[src/rtl/game_pkg.sv]
// Shared state encodings and default timing for the obstacle-game sequencer.
// No logic here: constants only.
// No handshaking: constants only.
package game_pkg;

    typedef logic [1:0] state_t;

    localparam logic [1:0] IDLE  = 2'b00;
    localparam logic [1:0] READY = 2'b01;
    localparam logic [1:0] PLAY  = 2'b10;
    localparam logic [1:0] OVER  = 2'b11;

    localparam int FRAME_HZ         = 60;
    localparam int DEF_READY_FRAMES = 2 * FRAME_HZ;
    localparam int DEF_FLASH_FRAMES = 15;

endpackage

[src/rtl/game_ctrl_frame_divider.sv]
// Counts frame pulses and flags the TERMINAL-th one, then restarts from zero.
// done is combinational from frame and the count: same cycle as the terminal frame.
// No backpressure; clr has priority over frame and suppresses done.
module frame_divider #(
    parameter int CNT_W    = 8,
    parameter int TERMINAL = 15
) (
    input  logic clk,
    input  logic reset,
    input  logic clr,
    input  logic frame,
    output logic done
);

    localparam logic [CNT_W-1:0] TERM_M1 = CNT_W'(TERMINAL - 1);

    logic [CNT_W-1:0] cnt;
    logic             at_term;

    assign at_term = (cnt == TERM_M1);
    assign done    = frame & at_term & ~clr;

    // Frame counter: cleared on terminal so it never wraps through CNT_W.
    always_ff @(posedge clk) begin
        if (reset || clr) begin
            cnt <= '0;
        end else if (frame) begin
            cnt <= at_term ? '0 : cnt + CNT_W'(1);
        end
    end

endmodule

[src/rtl/game_ctrl.sv]
// Game sequencer: IDLE/READY/PLAY/OVER driving timer strobes and motion enable.
// Inputs are registered once, state/outputs once more: input at edge N shows after edge N+1.
// No backpressure; frame pulses must be at least one idle cycle apart.
module game_ctrl
    import game_pkg::*;
#(
    parameter int READY_FRAMES = DEF_READY_FRAMES,
    parameter int FLASH_FRAMES = DEF_FLASH_FRAMES,
    parameter int CNT_W        = 8
) (
    input  logic       clk,
    input  logic       reset,
    input  logic       go_btn,
    input  logic       collide,
    input  logic       frame,
    output logic       start,
    output logic       flash,
    output logic       f_clk,
    output logic       timer_clr,
    output logic       game_run,
    output logic [1:0] state
);

    logic   go_q;
    logic   go_pulse;
    logic   go_evt_r;
    logic   frame_r;
    logic   collide_r;

    state_t state_nxt;
    logic   fclk_nxt;
    logic   clr_nxt;

    logic   flashing;
    logic   restart;
    logic   ready_done;
    logic   flash_done;

    // Rising edge of the level button: one pulse per press however long it is held.
    assign go_pulse = go_btn & ~go_q;

    // Input stage: edge detector history plus one register on every event.
    always_ff @(posedge clk) begin
        if (reset) begin
            go_q      <= 1'b0;
            go_evt_r  <= 1'b0;
            frame_r   <= 1'b0;
            collide_r <= 1'b0;
        end else begin
            go_q      <= go_btn;
            go_evt_r  <= go_pulse;
            frame_r   <= frame;
            collide_r <= collide;
        end
    end

    assign flashing = (state == READY) || (state == OVER);
    assign restart  = go_evt_r && ((state == IDLE) || (state == OVER));

    // Ready timer only counts in READY and is held at zero everywhere else,
    // so every entry into READY starts a full countdown.
    frame_divider #(
        .CNT_W    (CNT_W),
        .TERMINAL (READY_FRAMES)
    ) u_ready_div (
        .clk   (clk),
        .reset (reset),
        .clr   (state != READY),
        .frame (frame_r && (state == READY)),
        .done  (ready_done)
    );

    // Flash timer runs in READY and OVER; a restart from OVER re-phases it.
    frame_divider #(
        .CNT_W    (CNT_W),
        .TERMINAL (FLASH_FRAMES)
    ) u_flash_div (
        .clk   (clk),
        .reset (reset),
        .clr   (!flashing || restart),
        .frame (frame_r && flashing),
        .done  (flash_done)
    );

    // Next-state and next-output decode; a state change beats a flash toggle.
    always_comb begin
        state_nxt = state;
        fclk_nxt  = f_clk;
        clr_nxt   = 1'b0;
        case (state)
            IDLE: begin
                if (go_evt_r) begin
                    state_nxt = READY;
                    clr_nxt   = 1'b1;
                    fclk_nxt  = 1'b1;
                end
            end
            READY: begin
                if (ready_done) begin
                    state_nxt = PLAY;
                    fclk_nxt  = 1'b0;
                end else if (flash_done) begin
                    fclk_nxt = ~f_clk;
                end
            end
            PLAY: begin
                if (collide_r) begin
                    state_nxt = OVER;
                    fclk_nxt  = 1'b1;
                end
            end
            OVER: begin
                if (go_evt_r) begin
                    state_nxt = READY;
                    clr_nxt   = 1'b1;
                    fclk_nxt  = 1'b1;
                end else if (flash_done) begin
                    fclk_nxt = ~f_clk;
                end
            end
            default: begin
                state_nxt = IDLE;
                fclk_nxt  = 1'b0;
            end
        endcase
    end

    // State and all strobes registered together so outputs are glitch-free.
    always_ff @(posedge clk) begin
        if (reset) begin
            state     <= IDLE;
            start     <= 1'b0;
            game_run  <= 1'b0;
            flash     <= 1'b0;
            f_clk     <= 1'b0;
            timer_clr <= 1'b0;
        end else begin
            state     <= state_nxt;
            start     <= (state_nxt == PLAY);
            game_run  <= (state_nxt == PLAY);
            flash     <= (state_nxt == READY) || (state_nxt == OVER);
            f_clk     <= fclk_nxt;
            timer_clr <= clr_nxt;
        end
    end

endmodule

[config.mk]
export PLATFORM = sky130hd
export DESIGN_NAME = game_ctrl
export DESIGN_NICKNAME = d
export VERILOG_FILES = /design/src/rtl/game_pkg.sv /design/src/rtl/game_ctrl_frame_divider.sv /design/src/rtl/game_ctrl.sv
export SDC_FILE = /design/constraint.sdc
export NUM_CORES = 1
export LEC_CHECK = 0
export CORE_MARGIN = 3
export CORE_UTILIZATION = 52
export CTS_BUF_LIST = sky130_fd_sc_hd__clkbuf_2 sky130_fd_sc_hd__clkbuf_4 sky130_fd_sc_hd__clkbuf_8
export DETAILED_ROUTE_END_ITERATION = 8
export PLACE_DENSITY = 0.86
export SYNTH_ARGS = -nofsm -noshare
export SYNTH_HDL_FRONTEND = slang
export SYNTH_SLANG_ARGS = --single-unit
[constraint.sdc]
create_clock -name clk -period 1.6 [get_ports clk]
set_clock_uncertainty 0.15 [all_clocks]
set_input_delay 0.32 -clock clk [delete_from_list [all_inputs] [get_ports clk]]
set_output_delay 0.32 -clock clk [all_outputs]
set_load 0.1 [all_outputs]
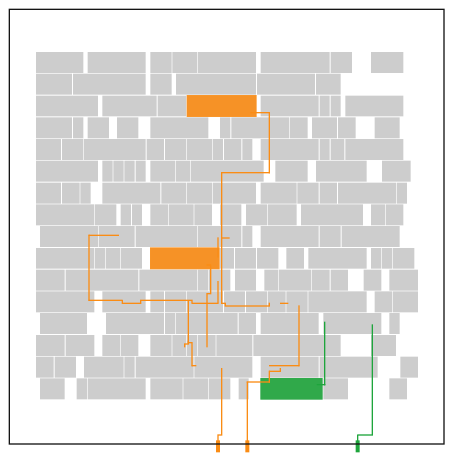
Fig. 1. I/O nets highlighted (run 1).
Scale: 8 px per um.
Green is `start`, direction output, end cells 1, buffers 1, wire 25.0 um. Orange is `state`, direction output, end cells 2, buffers 4, wire 130 um.

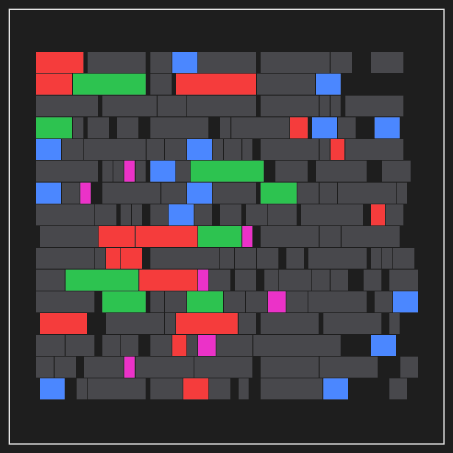
Fig. 2. Gate families picked out (run 1).
Scale: 8 px per um.
Red is aoi and oai cells, cells 15, most used a21oi_1. Magenta is inv cells, cells 7, most used inv_1. Blue is xor and xnor cells, cells 14, most used xor2_1, where all over the die. Green is fa/ha/maj cells, cells 8.
Comb area share: 46.5%
fin cells: 192
Commonest Layout Cell: dfxtp_1

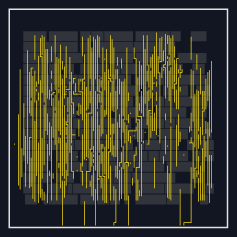
Fig. 3. Metal 2 (run 1).
Scale: 4 px per um. Cells faint in the background.
The longest straight run is 35.7 um. 161 nets have wire on it. The layer holds 52% of the routed length. The wires run mostly vertical.
Post-Route WL: 4.26 mm
vias: 1194
met2 GRT Util: 51.4%

[run 1: state kept, by name, summed over array words and instances (netlist names)]
signal	flops
u_ready_div.cnt	8
flash	1
frame_r	1
game_run	1
f_clk	1
state	2
go_q	1
go_evt_r	1
collide_r	1
u_flash_div.cnt	8
timer_clr	1
[run 1: worst paths after layout]
kind	from	end	slack (ns)
max	u_flash_div.cnt[0]	f_clk	-0.18
min	go_q	go_evt_r	0.27
max reg2reg	u_flash_div.cnt[0]	f_clk	-0.18
min reg2reg	go_q	go_evt_r	0.27
[run 1: per-layer routing]
metal	wire length, um	up-vias	share of wire (%)
li1	-	515	-
met1	1410	558	33
met2	2230	86	52
met3	326	35	7.7
met4	283	0	6.7
met5	0	-	0
[run 1: where the power goes]
part	internal, mW	switching (mW)	total, mW
Combinational	0.564	0.836	1.40
Sequential	0.711	0.0800	0.791
Clock	0.254	0.205	0.459
Total	1.53	1.12	2.65
[run 1: final cells by class]
class                           instances  area share, %
Clock buffer                            3           1.21
Clock inverter                          1           1.61
Inverter                                7           1.67
Multi-Input combinational cell         96           46.5
Sequential cell                        26           28.5
Tap cell                               27           1.81
Timing Repair Buffer                   32           18.7
[run 1: stage by stage]
step	setup WS (ns)	hold WS, ns	area [sq um]
floorplan	-0.183	0.217	1270
global placement	0.000532	0.228	1560
detailed placement	-0.0836	0.238	1560
CTS	-0.0532	0.255	1720
global route	-0.214	0.281	1870
finish	-0.179	0.275	1870
[run 1: timing repair]
item                                    4_1_cts  5_1_grt
pin swaps                                     2       18
endpoints found under the setup margin       16       20
resized                                      10       31
setup buffers                                 6        3
[run 1: critical path, cell delays in order, from the launching register on]
cell      delay (ns)
dfxtp_2         0.36
inv_2           0.06
ha_4            0.12
nor4b_4         0.23
nand3b_1        0.25
nor2_2          0.23
xnor2_1         0.16
a21oi_1         0.10
==> results.py, run 1 <==
# Generated from Yosys and OpenROAD reports
metrics = {
    "layout": {
        "flop_area_sq_um": 533,
        "utilization_pct": 89.7,
        "antenna_cells": 0,
        "fillCellCount": 87,
        "drive_above_1_share_pct": 46.7,
        "syn2layout_area_growth_pct": 54.9,
        "logic_area_sq_um": 868,
        "nNetsFinal": 179,
        "layout_top_cells": "dfxtp_1, buf_4, nor2_1",
    },
    "grt": {
        "met1_usage_pct": 26.4,
        "grt_pass1_vias": 1197,
        "track_usage_pct": 26.6,
        "top_usage_layer": "met2",
        "grt_overflow": 0,
        "grt_pass1_wl_mm": 5.56,
        "antenna_found_initial": 0,
        "grt_max_degree": 16,
        "grtUsageMet3_pct": 6.93,
    },
    "hold_path": {
        "whs_path_depth": 1,
        "min_path_type": "flip-flop to flip-flop",
    },
    "synth": {
        "synth-xor-area-share_pct": 10.2,
        "simple_gate_area_share_pct": 25.7,
        "yosysWarnings": 0,
        "top_area_share_pct": 43.2,
        "syn_inst": 131,
        "topCellsByArea": "dfxtp_1, ha_1, nor2_1",
        "mux_area_share_pct": 0,
        "aoi_share_pct": 9.54,
        "synthTopCellsByCount": "dfxtp_1, nor2_1, nand2_1",
        "syn_nets": 144,
        "syn_area_per_cell_sq_um": 9.21,
        "ff_type": "dfxtp_1",
        "synth_top_cell_by_area": "dfxtp_1",
        "synth_flops": 26,
        "synth_area_sq_um": 1210,
        "yosys_cells": 131,
        "ys_types": 35,
        "synth-edff-count": 0,
        "synth_seq_share_pct": 43.2,
        "top_logic_kind": "simple AND/OR/NAND/NOR gates",
        "fa_ha_area_share_pct": 8.30,
        "post-synth-top-count-cell": "dfxtp_1",
        "ys_async_sr_fraction_pct": 0,
        "yosys_area_sq_um": 1210,
    },
    "die": {
        "core_area_sq_um": 2080,
        "die_h_um": 54.2,
        "fp_util_pct": 57.9,
        "chipArea_sq_um": 2930,
        "die_w_um": 54.2,
        "num_rows": 16,
        "ioPinCount": 12,
    },
    "run_status": {
        "violations": "negative setup slack",
        "status": "complete, but fails checks",
    },
    "pwr": {
        "vdd_drop_max_v": 0.00145,
        "power.static_leakage_nw": 0.660,
        "power_density_nw_per_um2": 1420,
        "report.power.total_mw": 2.65,
    },
    "timing": {
        "final-hold-violation-count": 0,
        "rsz0062_at_grt": "yes",
        "max_freq_ghz": 0.562,
        "worst_pin_slew_ns": 0.353,
        "period_needed_ns": 1.78,
        "setup_ws_ns": -0.179,
        "finalSetupViolCount": 20,
        "tns_ns": -2.05,
        "finalClockPeriodUsage_pct": 111,
        "slew_viol_final": 0,
        "slew_headroom_pct": 76.4,
    },
    "setup_path": {
        "cp_max_fo": 2,
        "ff2ff_path_depth": 7,
        "crit_arrival_ns": 1.86,
        "worstPathRequired_ns": 1.69,
        "endpoint_kind": "flip-flop",
        "start_kind": "flip-flop",
        "crit_type": "flip-flop to flip-flop",
    },
    "clocking": {
        "insertion_delay_ns": 0.34,
        "cts_inserted_buffers": 3,
        "clk_pin_slew_ns": 0.14,
        "htree_levels": 1,
        "clkSinkCount": 26,
        "ctsHoldBuffers": 0,
        "cts.path.max_buffers": 2,
        "cts-root-buf": "clkbuf_4",
        "tritoncts": "built",
    },
    "route": {
        "wire_per_inst_um": 22.2,
        "drcViolationCount": 0,
        "antenna_left": 0,
        "drt-pass1-iter-count": 5,
        "vias_per_cell": 6.22,
        "drt_iter0_drc": 29,
    },
    "job": {
        "warnings": 34,
        "cap_violations": 0,
    },
    "placement": {
        "place.gp.congestion": 0.786,
        "dpl.cell_count": 179,
        "dp_hpwl_mm": 2.09,
        "port_buffers": 11,
    },
}
==> run 2, diff against run 1 <==
--- a/config.mk
+++ b/config.mk
@@ -5,10 +5,12 @@
 export SDC_FILE = /design/constraint.sdc
 export NUM_CORES = 1
 export LEC_CHECK = 0
+export CAP_MARGIN = 20
 export CORE_MARGIN = 3
 export CORE_UTILIZATION = 52
 export CTS_BUF_LIST = sky130_fd_sc_hd__clkbuf_2 sky130_fd_sc_hd__clkbuf_4 sky130_fd_sc_hd__clkbuf_8
 export DETAILED_ROUTE_END_ITERATION = 8
+export MAX_ROUTING_LAYER = met4
 export PLACE_DENSITY = 0.86
 export SYNTH_ARGS = -nofsm -noshare
 export SYNTH_HDL_FRONTEND = slang
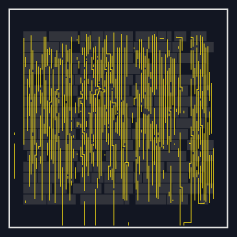
Fig. 4. Metal 2 (run 2).
Scale: 4 px per um. Cells faint in the background.
The wires run mostly vertical. The longest straight run is 38.4 um. The layer carries 2210 um of wire. 163 nets have wire on it.
met2 GRT Util: 51.8%
vias: 1193
Post-Route WL: 4.44 mm

==> results.py, run 2 <==
# Generated from Yosys and OpenROAD reports
metrics = {
    "die": {
        "core_area_sq_um": 2080,
        "die_h_um": 54.2,
        "ioPinCount": 12,
        "chipArea_sq_um": 2930,
        "die_w_um": 54.2,
        "num_rows": 16,
        "fp_util_pct": 57.9,
    },
    "layout": {
        "layout_top_cells": "buf_4, dfxtp_1, nor2_2",
        "antenna_cells": 0,
        "nNetsFinal": 181,
        "lay_top_count": "buf_4",
        "syn2layout_area_growth_pct": 58.3,
        "reg.largest.list": "u_flash_div.cnt x8, u_ready_div.cnt x8, state x2",
        "utilization_pct": 91.7,
        "drive_above_1_share_pct": 49.7,
        "fillCellCount": 71,
        "fin_area_sq_um": 1910,
    },
    "clocking": {
        "cts-root-buf": "clkbuf_4",
        "tritoncts": "built",
        "ctsHoldBuffers": 0,
        "insertion_delay_ns": 0.33,
        "cts.path.max_buffers": 2,
        "clk_pin_slew_ns": 0.14,
        "cts_inserted_buffers": 3,
        "htree_levels": 1,
        "clkSinkCount": 26,
    },
    "timing": {
        "max_freq_ghz": 0.567,
        "setup_ws_ns": -0.164,
        "slew_headroom_pct": 78.6,
        "finalClockPeriodUsage_pct": 110,
        "slew_viol_final": 0,
        "period_needed_ns": 1.76,
        "final-hold-violation-count": 0,
        "worst_pin_slew_ns": 0.320,
        "rsz0062_at_grt": "yes",
        "finalSetupViolCount": 19,
    },
    "placement": {
        "port_buffers": 11,
        "dp_hpwl_mm": 2.09,
        "post-place-ws_ns": -0.0836,
        "place_area_sq_um": 1560,
        "place.gp.congestion": 0.797,
    },
    "grt": {
        "grt_pass1_wl_mm": 5.58,
        "antenna_found_initial": 0,
        "top_usage_layer": "met2",
        "grtUsageMet3_pct": 6.93,
        "met1_usage_pct": 26.2,
        "grt_max_degree": 16,
        "track_usage_pct": 27.4,
        "grt_overflow": 0,
        "grt_pass1_vias": 1197,
    },
    "setup_path": {
        "crit_arrival_ns": 1.85,
        "worstPathRequired_ns": 1.68,
        "endpoint_kind": "flip-flop",
        "path_cells": "ha_2, o21a_4, and4_1, nand3_1, xor2_1, nor2_1",
        "cp_max_fo": 5,
        "cp.buffers_inverters": 0,
        "reg2reg_from": "state[0]",
        "crit_path_top_delay_cell": "dfxtp_4",
        "start_kind": "flip-flop",
        "r2r_slack_ns": -0.16,
        "ff2ff_path_depth": 6,
        "cpLargestDelayFamily": "simple AND/OR/NAND/NOR gates",
        "crit_type": "flip-flop to flip-flop",
        "cp_slowest_stage_delay_ns": 0.43,
        "crit_start": "state[0]",
        "rr_endpoint": "u_flash_div.cnt[6]",
        "crit_cells": 6,
        "crit_path_end": "u_flash_div.cnt[6]",
    },
    "pwr": {
        "power_density_nw_per_um2": 1450,
        "vdd_drop_max_v": 0.00170,
        "power.static_leakage_nw": 0.674,
    },
    "synth": {
        "synth-xor-area-share_pct": 10.2,
        "topCellsByArea": "dfxtp_1, ha_1, nor2_1",
        "fa_ha_area_share_pct": 8.30,
        "yosysWarnings": 0,
        "post-synth-top-count-cell": "dfxtp_1",
        "simple_gate_area_share_pct": 25.7,
        "yosys_cells": 131,
        "yosys_area_sq_um": 1210,
        "synthTopCellsByCount": "dfxtp_1, nor2_1, nand2_1",
        "top_logic_kind": "simple AND/OR/NAND/NOR gates",
        "synth_area_sq_um": 1210,
        "synth_top_cell_by_area": "dfxtp_1",
        "ff_type": "dfxtp_1",
        "aoi_share_pct": 9.54,
        "top_area_share_pct": 43.2,
        "syn_inst": 131,
        "ys_async_sr_fraction_pct": 0,
        "mux_area_share_pct": 0,
        "syn_nets": 144,
        "synth_flops": 26,
        "synth_seq_share_pct": 43.2,
        "synth-edff-count": 0,
        "ys_types": 35,
        "syn_area_per_cell_sq_um": 9.21,
    },
    "run_status": {
        "violations": "negative setup slack",
        "status": "complete, but fails checks",
    },
    "route": {
        "vias_per_cell": 6.15,
        "drt_iter0_drc": 52,
        "antenna_left": 0,
        "wire_per_inst_um": 22.9,
        "drcViolationCount": 0,
        "drt-pass1-iter-count": 4,
    },
    "job": {
        "cap_violations": 0,
        "warnings": 34,
    },
    "hold_path": {
        "min_path_type": "flip-flop to flip-flop",
    },
}
run 2: area by class of cell:
type / instances / area [sq um] / share of cell area [%]
multi-input cells: 96 / 897 / 47.0
flip-flops and latches: 26 / 534 / 28.0
inverters: 7 / 31.3 / 1.64
clock inverters: 1 / 30.0 / 1.57
well taps: 27 / 33.8 / 1.77
repair buffers: 34 / 360 / 18.9
clock buffers: 3 / 22.5 / 1.18
run 2: logic make-up (layout without fill, tap and decap cells):
family          after synthesis  after routing
fa+ha+maj                     8              8
simple gates                 57             57
flops                        26             26
xor+xnor                     14             14
compound gates               17             17
buf+inv                       9             45
run 2: power breakdown:
group	switching (mW)	internal, mW
Combinational	0.884	0.632
Sequential	0.0831	0.712
Clock	0.206	0.254
Total	1.17	1.60
run 2: metal layers:
metal  up-vias  routed length [um]
met5         -                   0
met4         0                 304
met3        38                 374
met2        84                2210
met1       554                1550
li1        517                   -
run 2: timing repair:
item                       4_1_cts  5_1_grt
gates resized                   10       36
buffers inserted                 6        5
pin swaps                        2       19
setup endpoints to repair       16       20
run 2: per-stage QoR:
step	hold slack, ns	power (mW)	cells	TNS [ns]
final	0.262	2.77	194	-1.69
after global placement	0.228	1.84	179	0
after CTS	0.255	2.42	189	-0.0966
after global routing	0.268	2.86	194	-2.49
after floorplan	0.217	1.48	131	-1.55
after detailed placement	0.238	1.86	179	-1.06
run 2: how the worst min path moves through the flow:
| stage | cells after the start | slack (ns) | end | from |
|---|---|---|---|---|
| final | 1 | 0.26 | go_evt_r | go_q |
| after floorplan | 1 | 0.22 | go_evt_r | go_q |
| after global routing | 1 | 0.27 | go_evt_r | go_q |
| after detailed placement | 1 | 0.24 | go_evt_r | go_q |
| after CTS | 1 | 0.25 | go_evt_r | go_q |
| after global placement | 1 | 0.23 | go_evt_r | go_q |
==> run 3, diff against run 2 <==
--- a/config.mk
+++ b/config.mk
@@ -8,7 +8,7 @@
 export CAP_MARGIN = 20
 export CORE_MARGIN = 3
 export CORE_UTILIZATION = 52
-export CTS_BUF_LIST = sky130_fd_sc_hd__clkbuf_2 sky130_fd_sc_hd__clkbuf_4 sky130_fd_sc_hd__clkbuf_8
+export CTS_BUF_LIST = sky130_fd_sc_hd__clkbuf_2
 export DETAILED_ROUTE_END_ITERATION = 8
 export MAX_ROUTING_LAYER = met4
 export PLACE_DENSITY = 0.86
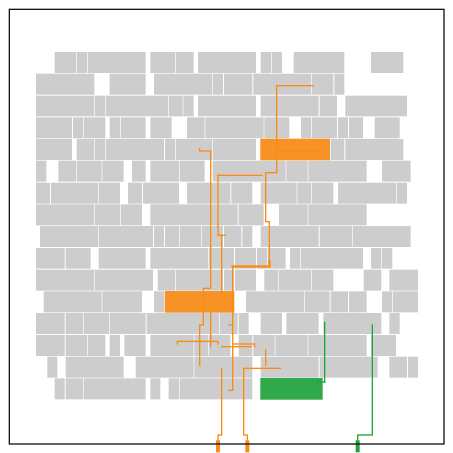
Fig. 5. I/O nets highlighted (run 3).
Scale: 8 px per um.
Orange is `state`, direction output, end cells 2, buffers 4, wire 152 um. Green is `start`, direction output, end cells 1, buffers 1, wire 24.7 um.
PortBufs: 11
I/O pin total: 12

==> results.py, run 3 <==
# Generated from Yosys and OpenROAD reports
metrics = {
    "synth": {
        "synthTopCellsByCount": "dfxtp_1, nor2_1, nand2_1",
        "ff_type": "dfxtp_1",
        "synth_top_cell_by_area": "dfxtp_1",
        "topCellsByArea": "dfxtp_1, ha_1, nor2_1",
        "synth_area_sq_um": 1210,
        "syn_nets": 144,
        "syn_inst": 131,
        "syn_area_per_cell_sq_um": 9.21,
        "yosys_area_sq_um": 1210,
        "synth_seq_share_pct": 43.2,
        "synth-edff-count": 0,
        "ys_async_sr_fraction_pct": 0,
        "yosysWarnings": 0,
        "synth_flops": 26,
        "top_area_share_pct": 43.2,
        "ys_types": 35,
        "yosys_cells": 131,
        "post-synth-top-count-cell": "dfxtp_1",
    },
    "setup_path": {
        "crit_path_top_delay_cell": "dfxtp_4",
        "path_cells": "inv_4, ha_4, nand2b_4, buf_12, a31oi_4, a31oi_1, nor2_1",
        "crit_type": "flip-flop to flip-flop",
        "start_kind": "flip-flop",
        "cp_slowest_stage_delay_ns": 0.48,
        "crit_arrival_ns": 1.93,
        "worstPathRequired_ns": 1.76,
        "endpoint_kind": "flip-flop",
    },
    "pwr": {
        "power_density_nw_per_um2": 1410,
        "report.power.total_mw": 2.55,
        "vdd_drop_max_v": 0.00149,
        "power.static_leakage_nw": 0.653,
    },
    "timing": {
        "slew_viol_final": 0,
        "final-hold-violation-count": 0,
        "rsz0062_at_grt": "yes",
        "setup_ws_ns": -0.178,
        "finalSetupViolCount": 21,
        "period_needed_ns": 1.78,
        "worst_hold_slack_ns": 0.260,
        "slew_headroom_pct": 74.2,
        "finalClockPeriodUsage_pct": 111,
        "max_freq_ghz": 0.562,
    },
    "job": {
        "cap_violations": 0,
        "warnings": 34,
    },
    "route": {
        "drt_wl_total_mm": 3.94,
        "wire_per_inst_um": 20.6,
        "drt_iter0_drc": 23,
        "dr_total_vias": 1120,
        "vias_per_cell": 5.86,
        "drcViolationCount": 0,
    },
    "placement": {
        "place.gp.congestion": 0.797,
        "dpl.cell_count": 179,
        "post-place-ws_ns": -0.0836,
        "dp_hpwl_mm": 2.09,
        "place_area_sq_um": 1560,
    },
    "layout": {
        "antenna_cells": 0,
        "syn2layout_area_growth_pct": 50.7,
        "flop_area_sq_um": 531,
        "fin_area_sq_um": 1820,
        "layout_top_cells": "dfxtp_1, nor2_1, buf_4",
        "drive_above_1_share_pct": 40.2,
        "logic_area_sq_um": 823,
        "reg.largest.list": "u_flash_div.cnt x8, u_ready_div.cnt x8, state x2",
        "lay_top_count": "dfxtp_1",
        "fin_cells": 191,
        "nNetsFinal": 178,
    },
    "die": {
        "die_h_um": 54.2,
        "num_rows": 16,
        "core_area_sq_um": 2080,
        "fp_util_pct": 57.9,
    },
    "clocking": {
        "cts_inserted_buffers": 3,
        "tritoncts": "built",
        "cts.path.max_buffers": 2,
        "insertion_delay_ns": 0.36,
        "ctsHoldBuffers": 0,
        "clkSinkCount": 26,
        "clk_pin_slew_ns": 0.24,
        "cts-root-buf": "clkbuf_2",
    },
    "grt": {
        "grtUsageMet3_pct": 6.09,
        "grtUsageMet2_pct": 50.4,
        "met1_usage_pct": 26.4,
        "grt_pass1_wl_mm": 5.42,
        "track_usage_pct": 27.1,
        "top_usage_layer": "met2",
        "grt_overflow": 0,
    },
    "hold_path": {
        "min_path_type": "flip-flop to flip-flop",
    },
    "run_status": {
        "status": "complete, but fails checks",
        "violations": "negative setup slack",
    },
}
-- run 3: path summary, 6_finish.rpt --
check | start | endpoint | slack, ns | cells past startpoint
max | state[0] | state[0] | -0.18 | 7
min reg2reg | go_q | go_evt_r | 0.26 | 1
max reg2reg | state[0] | state[0] | -0.18 | 7
min | go_q | go_evt_r | 0.26 | 1
-- run 3: kinds of logic after synthesis --
group | count (synthesis) | share of synthesized area [%]
adder cells (fa/ha/maj) | 8 | 8.30
AND-OR/OR-AND | 17 | 9.54
buffers and inverters | 9 | 3.11
flip-flops | 26 | 43.2
AND/OR/NAND/NOR | 57 | 25.7
XOR/XNOR | 14 | 10.2
-- run 3: what timing repair did --
item	CTS	global route
resized	11	16
setup buffers	6	2
pin swaps	2	15
setup endpoints to repair	18	21
-- run 3: per-layer routing --
metal,vias to the layer above,share of wire [%]
met1,542,40
li1,513,-
met5,-,0
met3,18,4.7
met2,47,51
met4,0,4.2
-- run 3: layout make-up --
cell class / count / share of cell area, %
multi-input cells: 96 / 45.3
flip-flops and latches: 26 / 29.2
repair buffers: 31 / 19.5
well taps: 27 / 1.86
inverters: 7 / 1.72
clock inverters: 1 / 1.65
clock buffers: 3 / 0.826
-- run 3: power by group --
group / internal [mW] / switching, mW
clock network: 0.215 / 0.197
registers: 0.713 / 0.0895
logic: 0.533 / 0.807
-- run 3: critical path, delay by kind of cell (launching register included) --
kind	cells	cell delay, ns
DFF	1	0.48
AOI/OAI and AO/OA	2	0.35
and+or+nand+nor	2	0.31
adders and majority gates	1	0.22
buffers and inverters	2	0.20
-- run 3: through the flow --
stage,TNS [ns],utilization [%]
after floorplan,-1.55,-
after global placement,0,75.0
after detailed placement,-1.06,75.0
after CTS,-0.139,82.0
after global routing,-2.59,87.3
final,-1.46,87.3
Power is estimated from default activity; no workload was simulated.
